==> config.mk <==
export PLATFORM = sky130hd
export DESIGN_NAME = multicycle_ctrl
export DESIGN_NICKNAME = d
export VERILOG_FILES = /design/src/rtl/ctrl_pkg.sv /design/src/rtl/multicycle_ctrl.sv
export SDC_FILE = /design/constraint.sdc
export NUM_CORES = 1
export LEC_CHECK = 0
export CORE_ASPECT_RATIO = 0.6
export CORE_UTILIZATION = 45
export CTS_CLUSTER_SIZE = 20
export DETAILED_ROUTE_END_ITERATION = 6
export MAX_ROUTING_LAYER = met4
export PLACE_DENSITY = 0.76
export RECOVER_POWER = 25
export SKIP_LAST_GASP = 1
export SYNTH_ARGS = -nofsm -noshare
export SYNTH_HDL_FRONTEND = slang
export SYNTH_SLANG_ARGS = --single-unit
==> constraint.sdc <==
create_clock -name clk -period 3.2 [get_ports clk]
set_input_delay 0.32 -clock clk [delete_from_list [all_inputs] [get_ports clk]]
set_output_delay 0.32 -clock clk [all_outputs]
set_load 0.02 [all_outputs]
### Sequential cells grouped by signal name, run 1

Bar = 20 um.
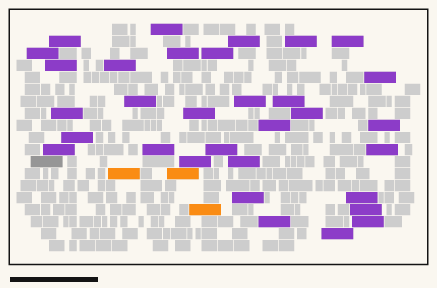
- `state`: orange (flops 3)
- `retired`: purple (flops 32; where all over the die)
- not colored: 1
register share of the cell area: 24.1%
FF/Latch Area: 721 um^2
final core area utilization: 63.3%

### Cell classes on the final placement, run 1

Bar = 20 um.
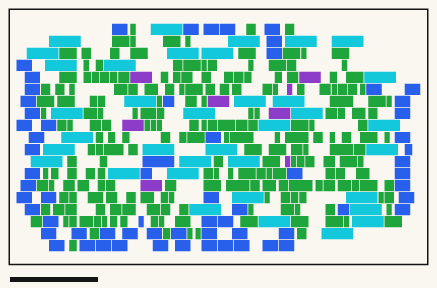
- combinational and other logic: green (cells 219)
- clock drivers and dummy loads: purple (cells 8)
- remaining buffers and delay cells: blue (cells 64)
- sequential cells: cyan (cells 36)
total core area: 4730 um^2
Std-Cell Rows: 19
finished layout cell area: 3000 um^2

### Gate families picked out, run 1

Bar = 20 um.
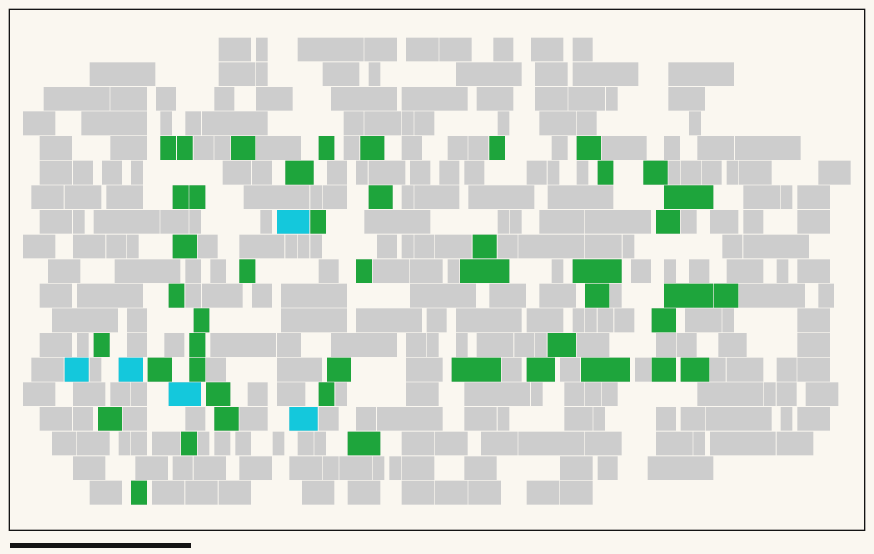
- aoi and oai cells: green (cells 46)
- non-inverting ao/oa cells: cyan (cells 5)
Comb area share: 48.8%
Post-Layout Cell Count: 390
Commonest Layout Cell: clkdlybuf4s50_1

==> run_results.csv, run 1 <==
group,metric,value,unit
run_status,status,"finished clean",
worst_setup_path,r2r_cells,4,
placed_design,io_buffers,59,
clocking,cts_hold_buf,0,
worst_setup_path,startpoint_type,"flip-flop",
synthesis,syn-mean-instance-area,8.22,um^2
power_and_ir_drop,pwr-share-comb,8.7,%
layout,antenna_cells,0,
worst_setup_path,endpoint_kind,"output port",
sta,setup_viol,0,
clocking,post-cts-setup-buffers,0,
synthesis,syn-cell-area,2300,um^2
route,drt_pass1_iterations,5,
power_and_ir_drop,p_seq,457,uW
worst_setup_path,required,2880,ps
sta,holdWs,475,ps
clocking,cts_buffer_depth,2,
clocking,cts_tree,"yes",
power_and_ir_drop,clkPwrFrac,38.7,%
synthesis,ys_area,2300,um^2
floorplanning,boundaryPins,60,
layout,final_nets,338,
synthesis,synth_nets,292,
route,top_layer,"met3",
route,vias,2224,
worst_setup_path,worstPathMaxFanout,11,
grt,grt_pass1_wl,9390,um
power_and_ir_drop,power_frac_seq,52.6,%
floorplanning,die_h,57.4,um
synthesis,yosys.cell_count.top_type,"dfxtp_1",
synthesis,synth_cell_types,43,
worst_setup_path,critical_path_arrival,2650,ps
grt,met1_usage,33.3,%
sta,min_period_over_period,92.8,%
sta,slew-limit-headroom,39.4,%
clocking,cts-root-buf,"clkbuf_8",
power_and_ir_drop,clk-power,336,uW
run,drv_cap,0,
sta,final.setup.tns,0,ps
grt,gr-total-overflow,0,
-- run 1: cell usage in the layout, fill, tap and decap left out, types with 2 or more instances in the layout --
master and n:
nor2_1 33, inv_1 3, dfxtp_1 36, nor2b_1 32, nand4_1 9, clkbuf_8 6
and3_1 3, o21ai_0 3, and4_1 5, nor3_1 7, and2_1 4, mux2_1 6
a21oi_1 15, nor4_1 3, mux2_2 23, nand2b_1 3, nand3_1 13, a2111oi_2 6
a211oi_1 13, nand2_1 15, clkdlybuf4s50_1 38, dlygate4sd3_1 20, a2111oi_0 3, a21o_1 2
clkbuf_1 3, buf_4 3
-- run 1: per-stage QoR --
| stage | instances | util [%] | cell area [um^2] | worst slack [ps] |
|---|---|---|---|---|
| global route | 390 | 63.3 | 3000 | 57.8 |
| detailed placement | 382 | 61.5 | 2910 | 434 |
| finish | 390 | 63.3 | 3000 | 232 |
| CTS | 390 | 63.4 | 3000 | 235 |
| floorplan | 280 | - | 2300 | 194 |
| global placement | 382 | 61.5 | 2910 | 478 |
-- run 1: cell families (layout without fill, tap and decap cells) --
kind of cell / count (synthesis) / in the layout / share of synthesized area (%)
multiplexers: 29 / 29 / 14.2
adder cells (fa/ha/maj): 1 / 1 / 0.543
AND/OR/NAND/NOR: 135 / 135 / 31.6
AND-OR/OR-AND: 51 / 51 / 17.2
flip-flops: 36 / 36 / 31.3
buffers and inverters: 28 / 75 / 5.22
-- run 1: final cells by class --
| type | count | area [um^2] |
|---|---|---|
| fillers | 432 | 1740 |
| multi-input cells | 216 | 1460 |
| flip-flops and latches | 36 | 721 |
| repair buffers | 64 | 632 |
| inverters | 3 | 11.3 |
| well taps | 63 | 78.8 |
| clock buffers | 8 | 90.1 |
### Cell sizes after repair, run 1

Bar = 20 um.
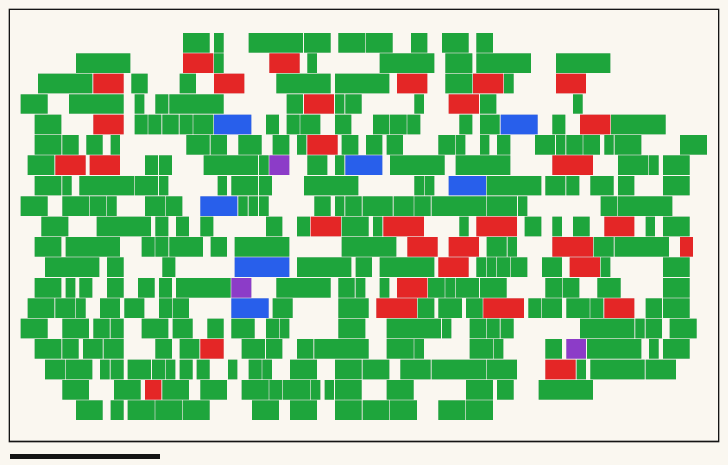

==> run 2, diff against run 1 <==
- CORE_UTILIZATION: 45 -> 44
- PLACE_DENSITY: 0.76 -> 0.77
- clock period: 3.2 -> 2.5 ns (I/O delays scaled with it)
### Cell sizes after repair, run 2

Bar = 20 um.
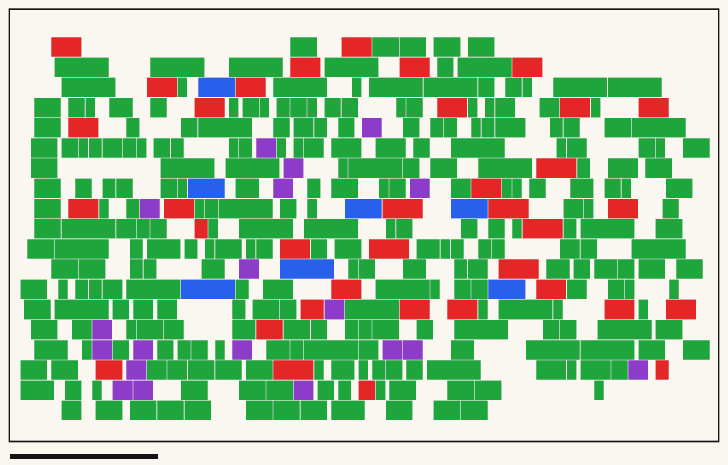
- _6 and larger: blue (cells 7; share 2.0%; most used clkbuf_8)
- _0 and _1 cells: green (cells 280; share 82%; most used dfxtp_1)
- _3 and _4 cells: purple (cells 19; share 5.6%; most used buf_4)
- _2 cells: red (cells 36; share 11%; most used mux2_2)
final setup margin: 112 ps
Non-clk bufs: 80
finished layout cell area: 3140 um^2
Area Overhead vs Synth: 36.5%

### Routing congestion, run 2

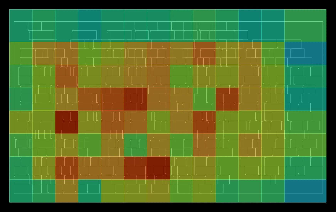
met3 usage: 5.38%
grt met2 use: 33.7%
M1 GR Usage: 33.5%
final core area utilization: 65.4%

==> run 2 against run 1 <==
Setup slack worse by 120 ps; cell count up 3.8%; core utilization up 2.1 points; non-clock buffer count up 16; sequential power up 28%; register-to-register slack worse by 380 ps; count of clock-buffer cells in the layout down 2; sequential share of layout area down 1.1 points; synthesized area unchanged; critical path type unchanged; critical endpoint unchanged.
==> run_results.csv, run 2 <==
group,metric,value,unit
run_status,status,"finished clean",
worst_setup_path,endpoint_kind,"output port",
sta,min_period_over_period,95.5,%
placed_design,hpwl,4350,um
synthesis,synth_warnings,0,
synthesis,ys_area,2300,um^2
sta,drv_slew,0,
synthesis,yosysTopAreaCellShare,31.3,%
sta,hold_violations,0,
sta,rsz0062_at_grt,"false",
clocking,cts_num_sinks,36,
clocking,cts-root-buf,"clkbuf_8",
synthesis,top_cells_by_area,"dfxtp_1 31%, mux2_2 11%, nor2b_1 8.7%",
layout,final_nets,354,
worst_setup_path,worstSetupPathType,"reg2out",
clocking,cts_hold_buf,0,
grt,gr-total-overflow,0,
placed_design,io_buffers,59,
sta,worst_pin_slew,628,ps
layout,antenna_cells,0,
synthesis,edf_count,0,
placed_design,dp_cells,398,
synthesis,synthFlopType,"dfxtp_1",
synthesis,yosys.cell_count.top_type,"dfxtp_1",
sta,min_period,2390,ps
floorplanning,die_h,58.0,um
min_path,hp-class,"reg2reg",
floorplanning,boundaryPins,60,
route,ant_nets,0,
grt,track_usage,23.5,%
route,drt_iter0_drc,103,
sta,setup_viol,0,
power_and_ir_drop,irDropWorstVdd,0.292,mV
clocking,cts_buffers,5,
power_and_ir_drop,power.leakage,1.24,nW
synthesis,postSynthSeqShare,31.3,%
floorplanning,dieArea,5540,um^2
floorplanning,rows,19,
synthesis,common_cells,"36 x dfxtp_1, 33 x nor2_1, 32 x nor2b_1, 23 x mux2_2, 17 x clkbuf_1",
synthesis,numSynthFlops,36,
layout,final_cell_mix,"36 x dfxtp_1, 34 x clkdlybuf4s50_1, 33 x nor2_1",
floorplanning,fp_util,47.9,%
route,wl_per_cell,14.8,um
clocking,cts.reportedPaths.clkPinSlew,70,ps
route,vias,2268,
route,drt_pass1_iterations,4,
floorplanning,core,4800,um^2
run,drv_cap,0,
grt,grt_start_max_net_pins,68,
clocking,h-tree-depth,2,
run,warnings,26,
grt,antenna_found_initial,0,
worst_setup_path,critical_path_arrival,2140,ps
worst_setup_path,reg2reg_setup_slack,170,ps
worst_setup_path,required,2250,ps
synthesis,syn-cell-area,2300,um^2
worst_setup_path,startpoint_type,"flip-flop",
clocking,cts_buffer_depth,2,
sta,fmax,419,MHz
route,viasPerCell,5.60,
synthesis,async_reset_ff_share,0,%
layout,largest_reg_flops,32,
synthesis,syn-mean-instance-area,8.22,um^2
synthesis,synth_nets,292,
placed_design,place_area,3050,um^2
sta,fin_skew,3.82,ps
clocking,cts_tree,"yes",
synthesis,largest_area_cell,"dfxtp_1",
power_and_ir_drop,power.density,343,nW/um^2
min_path,whs_path_depth,2,
worst_setup_path,worstPathMaxFanout,5,
synthesis,synth_cell_types,43,
worst_setup_path,r2r_cells,5,
layout,final_layout_size_suffix_gt1_share,18.1,%
layout,final_cells,405,
route,drt_wl_total,6010,um
floorplanning,die_w,95.4,um
clocking,clk-insertion-delay-late,280,ps
sta,slew-limit-headroom,58.1,%
grt,grt_pass1_wl,9830,um
route,drc_errors,0,
layout,final_common_cell,"dfxtp_1",
synthesis,yosysCellCount,280,
==> run 2: cell counts after synthesis <==
No cell type changed its count.
==> run 2: logic make-up after synthesis <==
group | after synthesis | share of synthesized area (%)
AND-OR/OR-AND | 51 | 17.2
adder cells (fa/ha/maj) | 1 | 0.543
buffers and inverters | 28 | 5.22
flip-flops | 36 | 31.3
multiplexers | 29 | 14.2
AND/OR/NAND/NOR | 135 | 31.6
==> run 2: worst max-delay path: stages, from the launching register on <==
cell	delay [ps]
dfxtp_1	360
or3b_1	460
nor3_2	240
nand2_1	90
a2111oi_2	350
clkdlybuf4s15_1	360
==> run 2: where the power goes <==
group / internal, mW / switching, mW
clock: 0.189 / 0.198
combinational: 0.0487 / 0.0585
sequential: 0.578 / 0.00597
==> run 2: metrics by stage <==
stage	hold slack [ps]	TNS (ps)	utilization [%]	worst slack [ps]	power, mW
3_5_place_dp	460	-13.3	63.5	-13.3	0.704
2_1_floorplan	453	0	-	14.9	0.652
3_3_place_gp	457	0	63.5	60.7	0.701
6_report	489	0	65.4	112	1.08
5_1_grt	520	0	65.4	2.35	1.13
4_1_cts	483	0	65.2	5.37	1.09
==> run 2: final cells by class <==
cell class / count / area, um^2
clock inverter: 1 / 5.00
clock buffer: 6 / 72.6
inverter: 3 / 11.3
sequential: 36 / 721
timing repair buffer: 80 / 776
tap: 63 / 78.8
multi-input combinational: 216 / 1480
fill: 412 / 1660
==> run 2: metal layers <==
layer  share of wire, %  GRT usage [%]
met5                  0              -
met4               0.48           5.33
met3                7.2           5.38
met2                 43           33.7
met1                 49           33.5
==> run 2: timing repair <==
item | 4_1_cts | 5_1_grt
endpoints found under the setup margin | 3 | 4
gates resized | 2 | 4
buffers inserted | 0 | 0
pin swaps | 0 | 0
No activity file was given, so power comes from the tool's default toggle rates.
